Figure 1. Clock distribution.
Scale: 2 px per µm.
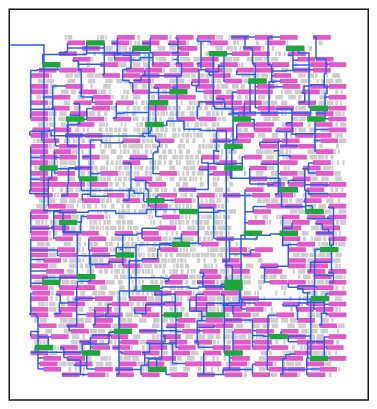
Figure 2. Signal wires by layer.
Scale: 1.5 px per µm.
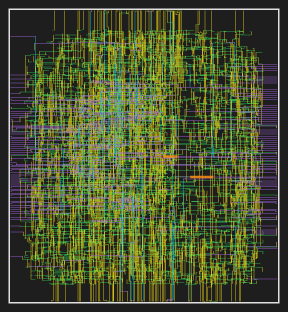
<file path="config.mk">
export PLATFORM = sky130hd
export DESIGN_NAME = instr_fetch_unit
export DESIGN_NICKNAME = d
export VERILOG_FILES = /design/src/rtl/fetch_pkg.sv /design/src/rtl/fetch_fifo.sv /design/src/rtl/instr_fetch_unit.sv
export SDC_FILE = /design/constraint.sdc
export NUM_CORES = 1
export LEC_CHECK = 0
export CAP_MARGIN = 0
export CORE_ASPECT_RATIO = 1.1
export CORE_MARGIN = 10
export CORE_UTILIZATION = 66
export DETAILED_ROUTE_END_ITERATION = 10
export DONT_BUFFER_PORTS = 1
export GPL_ROUTABILITY_DRIVEN = 0
export GPL_TIMING_DRIVEN = 0
export PLACE_DENSITY = 0.8
export SYNTH_ARGS = -nofsm -noshare
export SYNTH_HDL_FRONTEND = slang
export SYNTH_SLANG_ARGS = --single-unit
</file>
<file path="constraint.sdc">
create_clock -name clk -period 7 [get_ports clk]
set_input_delay 1.05 -clock clk [delete_from_list [all_inputs] [get_ports clk]]
set_output_delay 1.05 -clock clk [all_outputs]
set_load 0.01 [all_outputs]
</file>
<file path="src/rtl/fetch_pkg.sv">
// Shared types for the instruction fetch unit: FSM states, instruction
// width, PC step and the FIFO entry pairing an instruction with its PC.
package fetch_pkg;

    localparam int INSTR_W = 32;
    localparam int PC_STEP = 4;
    localparam int PC_W    = 64;

    typedef enum logic [1:0] {
        IDLE = 2'd0,
        WAIT = 2'd1,
        DROP = 2'd2
    } fetch_state_t;

    typedef struct packed {
        logic [PC_W-1:0]    pc;
        logic [INSTR_W-1:0] instr;
    } fetch_entry_t;

endpackage

</file>
<file path="src/rtl/fetch_fifo.sv">
// Small synchronous FIFO of fetch entries; flush beats push and pop.
// The head is read straight out of the register array.
module fetch_fifo
    import fetch_pkg::*;
#(
    parameter int DEPTH = 2,
    localparam int PTR_W = (DEPTH > 1) ? $clog2(DEPTH) : 1,
    localparam int CNT_W = $clog2(DEPTH) + 1
)(
    input  logic         clk,
    input  logic         rst_n,
    input  logic         push,
    input  logic         pop,
    input  logic         flush,
    input  fetch_entry_t din,
    output logic [CNT_W-1:0] count,
    output logic         full,
    output logic         empty,
    output fetch_entry_t head
);

    fetch_entry_t     r_mem [DEPTH];
    logic [PTR_W-1:0] r_wr_ptr;
    logic [PTR_W-1:0] r_rd_ptr;
    logic [CNT_W-1:0] r_count;
    logic             w_do_push;
    logic             w_do_pop;

    assign full      = (r_count == CNT_W'(DEPTH));
    assign empty     = (r_count == '0);
    assign count     = r_count;
    assign head      = r_mem[r_rd_ptr];
    assign w_do_push = push && (!full || pop);
    assign w_do_pop  = pop && !empty;

    always_ff @(posedge clk or negedge rst_n) begin
        if (!rst_n) begin
            r_wr_ptr <= '0;
            r_rd_ptr <= '0;
            r_count  <= '0;
            for (int i = 0; i < DEPTH; i++) r_mem[i] <= '0;
        end else if (flush) begin
            r_wr_ptr <= '0;
            r_rd_ptr <= '0;
            r_count  <= '0;
        end else begin
            if (w_do_push) begin
                r_mem[r_wr_ptr] <= din;
                r_wr_ptr        <= r_wr_ptr + PTR_W'(1);
            end
            if (w_do_pop) r_rd_ptr <= r_rd_ptr + PTR_W'(1);
            r_count <= r_count + CNT_W'(w_do_push) - CNT_W'(w_do_pop);
        end
    end

endmodule

</file>
<file path="src/rtl/instr_fetch_unit.sv">
// Instruction fetch: owns the PC, keeps one imem request in flight and
// buffers responses in a prefetch FIFO feeding the datapath.
module instr_fetch_unit
    import fetch_pkg::*;
#(
    parameter int              XLEN      = 64,
    parameter logic [XLEN-1:0] RESET_PC  = '0,
    parameter int              BUF_DEPTH = 2
)(
    input  logic               clk,
    input  logic               rst_n,
    output logic               imem_req,
    output logic [XLEN-1:0]    imem_addr,
    input  logic               imem_rvalid,
    input  logic [INSTR_W-1:0] imem_rdata,
    output logic               instr_valid,
    output logic [INSTR_W-1:0] instr,
    output logic [XLEN-1:0]    instr_pc,
    input  logic               instr_ready,
    input  logic               redirect_valid,
    input  logic [XLEN-1:0]    redirect_pc
);

    localparam int CNT_W = $clog2(BUF_DEPTH) + 1;
    localparam logic [XLEN-1:0] ALIGN_MASK = ~XLEN'(3);

    fetch_state_t       r_state;
    logic [XLEN-1:0]    r_fetch_pc;
    logic [XLEN-1:0]    r_req_pc;
    logic [INSTR_W-1:0] r_last_instr;
    logic [XLEN-1:0]    r_last_pc;

    logic [CNT_W-1:0]   w_count;
    logic               w_full;
    logic               w_empty;
    fetch_entry_t       w_head;
    fetch_entry_t       w_push_entry;
    logic               w_keep;
    logic               w_pop;
    logic               w_issue;
    logic [CNT_W:0]     w_proj;

    // A redirect kills both the in-flight response and any pop this cycle.
    assign w_keep = (r_state == WAIT) && imem_rvalid && !redirect_valid;
    assign w_pop  = instr_valid && instr_ready && !redirect_valid;
    assign w_proj = (CNT_W+1)'(w_count) + (CNT_W+1)'(w_keep) - (CNT_W+1)'(w_pop);

    assign w_issue = rst_n && !redirect_valid
                  && ((r_state == IDLE) || ((r_state == WAIT) && imem_rvalid))
                  && (w_proj < (CNT_W+1)'(BUF_DEPTH));

    assign imem_req  = w_issue;
    assign imem_addr = w_issue ? r_fetch_pc : '0;

    assign w_push_entry.pc    = PC_W'(r_req_pc);
    assign w_push_entry.instr = imem_rdata;

    fetch_fifo #(.DEPTH(BUF_DEPTH)) u_fifo (
        .clk   (clk),
        .rst_n (rst_n),
        .push  (w_keep),
        .pop   (w_pop),
        .flush (redirect_valid),
        .din   (w_push_entry),
        .count (w_count),
        .full  (w_full),
        .empty (w_empty),
        .head  (w_head)
    );

    // Outputs hold the last presented entry while the FIFO is empty.
    assign instr_valid = !w_empty;
    assign instr       = instr_valid ? w_head.instr : r_last_instr;
    assign instr_pc    = instr_valid ? XLEN'(w_head.pc) : r_last_pc;

    always_ff @(posedge clk or negedge rst_n) begin
        if (!rst_n) begin
            r_last_instr <= '0;
            r_last_pc    <= '0;
        end else if (instr_valid) begin
            r_last_instr <= w_head.instr;
            r_last_pc    <= XLEN'(w_head.pc);
        end
    end

    always_ff @(posedge clk or negedge rst_n) begin
        if (!rst_n) begin
            r_state    <= IDLE;
            r_fetch_pc <= RESET_PC & ALIGN_MASK;
            r_req_pc   <= '0;
        end else if (redirect_valid) begin
            r_fetch_pc <= redirect_pc & ALIGN_MASK;
            case (r_state)
                WAIT:    r_state <= imem_rvalid ? IDLE : DROP;
                // A response landing with the redirect still retires the drop.
                DROP:    r_state <= imem_rvalid ? IDLE : DROP;
                default: r_state <= IDLE;
            endcase
        end else if (w_issue) begin
            r_state    <= WAIT;
            r_req_pc   <= r_fetch_pc;
            r_fetch_pc <= r_fetch_pc + XLEN'(PC_STEP);
        end else if (imem_rvalid && (r_state != IDLE)) begin
            r_state <= IDLE;
        end
    end

    a_no_rvalid_idle: assert property (@(posedge clk) disable iff (!rst_n)
        !((r_state == IDLE) && imem_rvalid));

    a_space_reserved: assert property (@(posedge clk) disable iff (!rst_n)
        !(w_keep && w_full && !w_pop));

endmodule

</file>
==> impl_metrics.ini <==
; implementation run metrics
[global_routing]
grt_max_degree = 416
gr-total-overflow = 0
met1_usage_pct = 35.3
antenna_found_initial = 15
grtUsageTotal_pct = 29.5
top_usage_layer = met2
grtUsageMet2_pct = 45.8
grt_pass1_vias = 13500
grt_pass1_wl_um = 79700
use_met3_pct = 11.5

[power]
combPwrFrac_pct = 27.2
irDropWorstVdd_mv = 0.319
cellPowerDensity_mw_per_mm2 = 413
p_leak_uw = 0.00927
pwr-share-clk_pct = 26.2
p_switching_uw = 2810
sw_frac_of_total_pct = 33.8
p_int_uw = 5490
seq_power_share_pct = 46.6

[run]
drv_cap = 0
tool_warnings = 32

[timing]
finalClockSkew_ns = 0.0195
slew_viol_final = 0
finalCritPeriodShare_pct = 93.1
fmax_mhz = 153
slew_headroom_pct = 27.4
tns_ns = 0
rsz0062_at_grt = no
finalSetupViolCount = 0
hold_ws_ns = 0.212
tightestPinTransition_ns = 1.09
fin_crit_ns = 6.52
hold_viol_final = 0

[yosys]
synthMuxAreaShare_pct = 17.2
seq_area_frac_synth_pct = 56.6
async_reset_ff_share_pct = 100
synth.largest_area_cell = dfrtp_1
top_cell_area_share_pct = 56.6
synth.top_cells.by_count = dfrtp_1 (414), nand2_1 (207), mux2_2 (188)
topCellsByArea = dfrtp_1 (57%), mux2_2 (12%), mux2i_1 (5.6%), nand2_1 (4.2%), o21ai_0 (3.5%)
ys_sh_xor_pct = 0.335
top_cell = dfrtp_1
synth_adder_area_share_pct = 0.451
ys_warn_count = 0
synthFlopType = dfrtp_1
aoi_share_pct = 9.55
avgSynthCellArea_um2 = 11.5
ys_cells = 1584
synthTopLogicFamily = multiplexers
enable_flop_cells = 0
ys_sh_simple_pct = 12.8
ys.flops = 414
ys_types = 60
postSynthCellCount = 1584
syn-cell-area_mm2 = 0.0183
yosys-stat-area_mm2 = 0.0183

[worst_setup_path]
cp_top_family = buffers and inverters
worstSetupEndpointType = output port
cp_slowest_stage_delay_ns = 0.84
slowest_stage = clkbuf_1
crit_chain = nor2_1, clkbuf_1, inv_1, nand2_1, nor2_1, and2_1, fa_1, xor2_1, or4_4, buf_6, inv_4, buf_2, clkbuf_1, and2_1
critPathMaxFanout = 10
worstReg2RegEnd = r_req_pc[32]$_DFFE_PN0P_
crit_path_end = imem_addr[32]
arrival_ns = 5.47
path_class = flop to output port
reg2reg_slack_ns = 1.90
crit_cells = 14
r2r-start = u_fifo.count[1]$_DFF_PN0_
cp-startpoint = u_fifo.count[1]$_DFF_PN0_
cp_num_buf_inv = 6
cp.required_ns = 5.95
cp-start-kind = flop
ff2ff_path_depth = 15

[route]
drc_errors = 0
viasPerCell = 6.49
top_layer_used = met5
wl_met2_um = 24400
met1_length_um = 18800
wl_met3_um = 6320
wl_per_cell_um = 25.7
ant_nets = 0
routed-via-count = 13200
totalWireLength_um = 52100
firstDrtPassIters = 8
drt_iter0_markers = 1465

[die]
die_x_um = 179
die_h_um = 195
dieArea_mm2 = 0.0348
row_count = 63
core-area_mm2 = 0.0271
fp-utilization_pct = 67.5
ios = 263

[placement]
port_buffers = 0
place_hpwl_um = 36300

[clocking]
clk_path_buf_depth = 3
clk_latency_ns = 0.55
post_cts_resize_count = 0
cts_tree = yes
cts.sinks = 414
hold_buffers = 0
clock-root-buffer = clkbuf_16
cts_setup_buffers = 0
path_clk_slew_ns = 0.06
cts.htree.levels = 2
cts_buffers = 42

[finish]
final_cell_mix = dfrtp_1 (414), nand2_1 (207), mux2_2 (188)
drive_gt1_share_pct = 17.9
mostFrequentLayoutCell = dfrtp_1
area_delta_synth_final_pct = 9.90
fin_util_pct = 74.1
nets = 1736

[status]
status = complete, no violations

[hold_path]
hp-class = input pin to asynchronous set/reset pin
Notes on Figure 1 above:
Green is cells driving clock nets, count 42. Blue is clock wires, length 4730 µm. Magenta is flip-flops, count 414.
There are 43 routed clock nets. Position of the flops: all over the die.

Notes on Figure 2 above:
Cyan is met4, wire length 2520 µm. Green is met1, wire length 18800 µm. Purple is met3, wire length 6320 µm. Orange is met5, wire length 22.1 µm. Yellow is met2, wire length 24.4 mm.

[power groups by stage]
stage	clock [µW]	sequential, µW	combinational, µW
after floorplan	0	3700	1700
after global placement	0	3800	2150
after detailed placement	0	3880	2250
after CTS	2190	3850	2270
after global routing	2290	3970	2480
final	2170	3860	2260
[registers in the layout (all words and copies together), names as in the netlist]
signal,flops
r_fetch_pc,62
r_req_pc,62
r_state,2
r_last_pc,64
u_fifo.r_mem,188
u_fifo.count,2
u_fifo.r_wr_ptr,1
u_fifo.r_rd_ptr,1
r_last_instr,32
[worst min path at each step]
stage	start	endpoint	slack, ns	cells after the start
floorplan	r_req_pc[35]$_DFFE_PN0P_	r_req_pc[35]$_DFFE_PN0P_	0.46	2
global placement	r_req_pc[5]$_DFFE_PN0P_	r_req_pc[5]$_DFFE_PN0P_	0.47	1
detailed placement	r_req_pc[63]$_DFFE_PN0P_	r_req_pc[63]$_DFFE_PN0P_	0.48	1
CTS	rst_n	u_fifo.r_mem[22]$_DFFE_PN0P_	0.21	0
global route	rst_n	u_fifo.r_mem[25]$_DFFE_PN0P_	0.20	0
finish	rst_n	r_last_instr[25]$_DFF_PN0_	0.21	0
[per-stage QoR]
stage | total power, µW | cells | setup slack [ns] | instance area, µm²
after global routing | 8740 | 2025 | 0.415 | 20100
after detailed placement | 6130 | 1942 | 1.09 | 18700
final | 8290 | 2027 | 0.481 | 20100
after global placement | 5950 | 1942 | 1.17 | 18700
after CTS | 8310 | 2014 | 0.662 | 20100
after floorplan | 5400 | 1585 | 2.23 | 18300
[cell type report]
cell class / count / area [µm²]
diodes: 13 / 32.5
flip-flops and latches: 414 / 10400
fillers: 1936 / 7010
clock inverters: 8 / 75.1
multi-input cells: 1040 / 7390
plain buffers: 102 / 440
clock buffers: 64 / 1250
well taps: 357 / 447
inverters: 29 / 111
Power is estimated from default activity; no workload was simulated.
